===== src/rtl/updown_monitor.sv =====
// Checks a paired up/down counter stream for consistency, tracking lock, errors and wraps.
// Optional UPDOWN_MONITOR_STICKY_EN latches err_sticky on the first mismatch.
module updown_monitor #(
    parameter int unsigned LOCK_LEN = 4
) (
    input  logic       clk,
    input  logic       reset,
    input  logic [3:0] up_count,
    input  logic [3:0] down_count,
    output logic       locked,
    output logic       err,
    output logic [7:0] err_count,
    output logic [7:0] wrap_count,
    output logic       err_sticky
);

    localparam int unsigned CNT_W    = 4;
    localparam int unsigned STAT_W   = 8;
    localparam logic [CNT_W-1:0] LOCK_TGT = CNT_W'(LOCK_LEN);

    typedef enum logic {UNSYNC, TRACK} state_t;

    state_t              state_q, state_d;
    logic [CNT_W-1:0]    exp_up_q, exp_up_d;
    logic [CNT_W-1:0]    exp_down_q, exp_down_d;
    logic [CNT_W-1:0]    streak_q, streak_d;
    logic                locked_q, locked_d;
    logic                err_q, err_d;
    logic [STAT_W-1:0]   err_count_q, err_count_d;
    logic [STAT_W-1:0]   wrap_count_q, wrap_count_d;
    logic                match_c;

    assign match_c = (up_count == exp_up_q) && (down_count == exp_down_q);

    // Expectations always re-derive from the current sample: sync, match and mismatch alike.
    always_comb begin
        state_d      = state_q;
        streak_d     = streak_q;
        locked_d     = locked_q;
        err_d        = 1'b0;
        err_count_d  = err_count_q;
        wrap_count_d = wrap_count_q;
        exp_up_d     = up_count + CNT_W'(1);
        exp_down_d   = (up_count == CNT_W'(12)) ? down_count - CNT_W'(1) : down_count;

        case (state_q)
            UNSYNC: begin
                state_d = TRACK;
            end
            TRACK: begin
                if (match_c) begin
                    streak_d = (streak_q < LOCK_TGT) ? streak_q + CNT_W'(1) : streak_q;
                    locked_d = (streak_d == LOCK_TGT);
                    if (up_count == CNT_W'(0)) begin
                        wrap_count_d = wrap_count_q + STAT_W'(1);
                    end
                end else begin
                    err_d       = 1'b1;
                    streak_d    = '0;
                    locked_d    = 1'b0;
                    err_count_d = (err_count_q == '1) ? err_count_q : err_count_q + STAT_W'(1);
                end
            end
            default: begin
                state_d = UNSYNC;
            end
        endcase
    end

    always_ff @(posedge clk) begin
        if (reset) begin
            state_q      <= UNSYNC;
            exp_up_q     <= '0;
            exp_down_q   <= '1;
            streak_q     <= '0;
            locked_q     <= 1'b0;
            err_q        <= 1'b0;
            err_count_q  <= '0;
            wrap_count_q <= '0;
        end else begin
            state_q      <= state_d;
            exp_up_q     <= exp_up_d;
            exp_down_q   <= exp_down_d;
            streak_q     <= streak_d;
            locked_q     <= locked_d;
            err_q        <= err_d;
            err_count_q  <= err_count_d;
            wrap_count_q <= wrap_count_d;
        end
    end

`ifdef UPDOWN_MONITOR_STICKY_EN
    logic err_sticky_q, err_sticky_d;

    always_comb begin
        err_sticky_d = err_sticky_q | err_d;
    end

    always_ff @(posedge clk) begin
        if (reset) begin
            err_sticky_q <= 1'b0;
        end else begin
            err_sticky_q <= err_sticky_d;
        end
    end

    assign err_sticky = err_sticky_q;
`else
    assign err_sticky = 1'b0;
`endif

    assign locked     = locked_q;
    assign err        = err_q;
    assign err_count  = err_count_q;
    assign wrap_count = wrap_count_q;

endmodule

===== config.mk =====
export PLATFORM = sky130hd
export DESIGN_NAME = updown_monitor
export DESIGN_NICKNAME = d
export VERILOG_FILES = /design/src/rtl/updown_monitor.sv
export SDC_FILE = /design/constraint.sdc
export NUM_CORES = 1
export LEC_CHECK = 0
export ABC_AREA = 0
export CAP_MARGIN = 20
export CORE_MARGIN = 2
export CORE_UTILIZATION = 53
export CTS_BUF_LIST = sky130_fd_sc_hd__clkbuf_8
export DETAILED_ROUTE_END_ITERATION = 10
export PLACE_DENSITY = 0.8
export SLEW_MARGIN = 20
export SYNTH_ARGS = -nofsm -noshare
export SYNTH_HDL_FRONTEND = slang
export SYNTH_SLANG_ARGS = --single-unit

===== constraint.sdc =====
create_clock -name clk -period 2.29 [get_ports clk]
set_input_delay 0.229 -clock clk [delete_from_list [all_inputs] [get_ports clk]]
set_output_delay 0.229 -clock clk [all_outputs]
set_load 0.05 [all_outputs]

Cells coloured by class:
Scale: 6 px per µm.
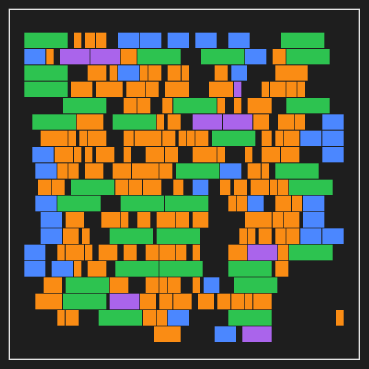
purple -> clock drivers and dummy loads  # cells 8, share of their area 5.2%
orange -> remaining logic cells  # cells 136, share of their area 47%
green -> registers  # cells 31, share of their area 32%
blue -> remaining buffers and delay cells  # cells 31, share of their area 16%

Cell outlines without signal wires:
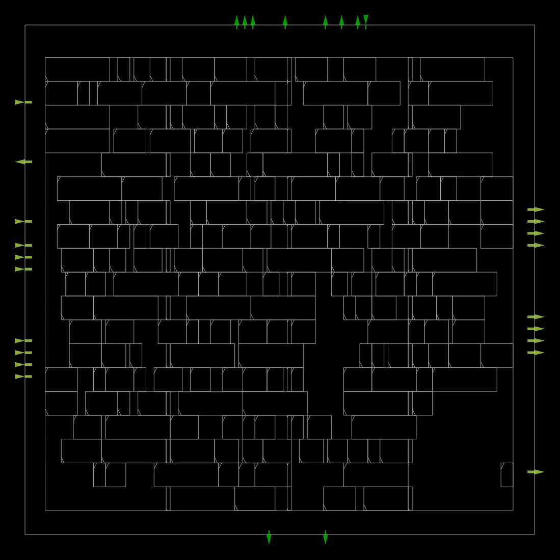
final cell count without fillers: 237
core area: 2760 µm²
flip-flops: 31
Tapcells: 31
placement row count: 19

[worst max-delay path, delay by kind of cell]
family | cells | cell delay [ps]
buffers and inverters | 2 | 730
and+or+nand+nor | 3 | 730
AOI/OAI and AO/OA | 1 | 170
xor gates and xnor gates | 1 | 260
[worst max path at each step]
stage / startpoint / end / slack [ps] / cells after the start
global placement: up_count[2] / wrap_count[3] / 160 / 6
CTS: up_count[2] / streak_q[1] / 380 / 7
finish: up_count[2] / streak_q[1] / 370 / 7
detailed placement: up_count[2] / streak_q[0] / 90 / 7
floorplan: err_count[0] / err_count[4] / 410 / 6
global route: up_count[2] / wrap_count[2] / 270 / 6
==> deck_impl_summary.md <==
Flow Results at a Glance

Drt
  • Number of search-and-repair iterations in the first detailed-routing pass: 4
  • Iteration-0 DRC count of the detailed router: 59

Power
  • Total Power: 1.15 mW
  • Internal power summed over all cells: 874 µW
  • Dominant power group: registers
  • Part of the total power dissipated in combinational logic: 10.6%

Setup path
  • Highest-delay cell along the critical path: clkdlybuf4s50_1
  • Worst setup EP type: flop
  • Depth of the most critical reg-to-reg path: 6

Clock tree
  • Worst-skew pair later-pin latency: 290 ps
  • Buffers inserted by post-CTS timing repair: 0
  • Maximum count of clock buffers along a single path: 2
  • Cells resized by post-CTS repair: 0
  • Root buffer selected by CTS: clkbuf_8

Global routing
  • Met2 track demand over resource in global routing: 39.6%
  • Total global-route track usage: between 20 and 25%

STA
  • Hold violation count in the final report: 0

Yosys
  • Mux contribution to synthesized area: approximately 3.8%
  • Yosys Instances: 174
  • Post-Synthesis Cells: 174
  • Cell with the most instances after synthesis: dfxtp_1

Die
  • Boundary Pins: 29

Cells and area
  • Antenna cells: 0
  • Portion of the layout cell area used by non-clock buffers: between 15 and 20%
  • Storage element area: 621 µm²

Min path
  • Hold-critical path depth: 2

Place
  • Cell count after placement: 229

Run status
  • Run status: finished, final reports clean
No activity file was given, so power comes from the tool's default toggle rates.
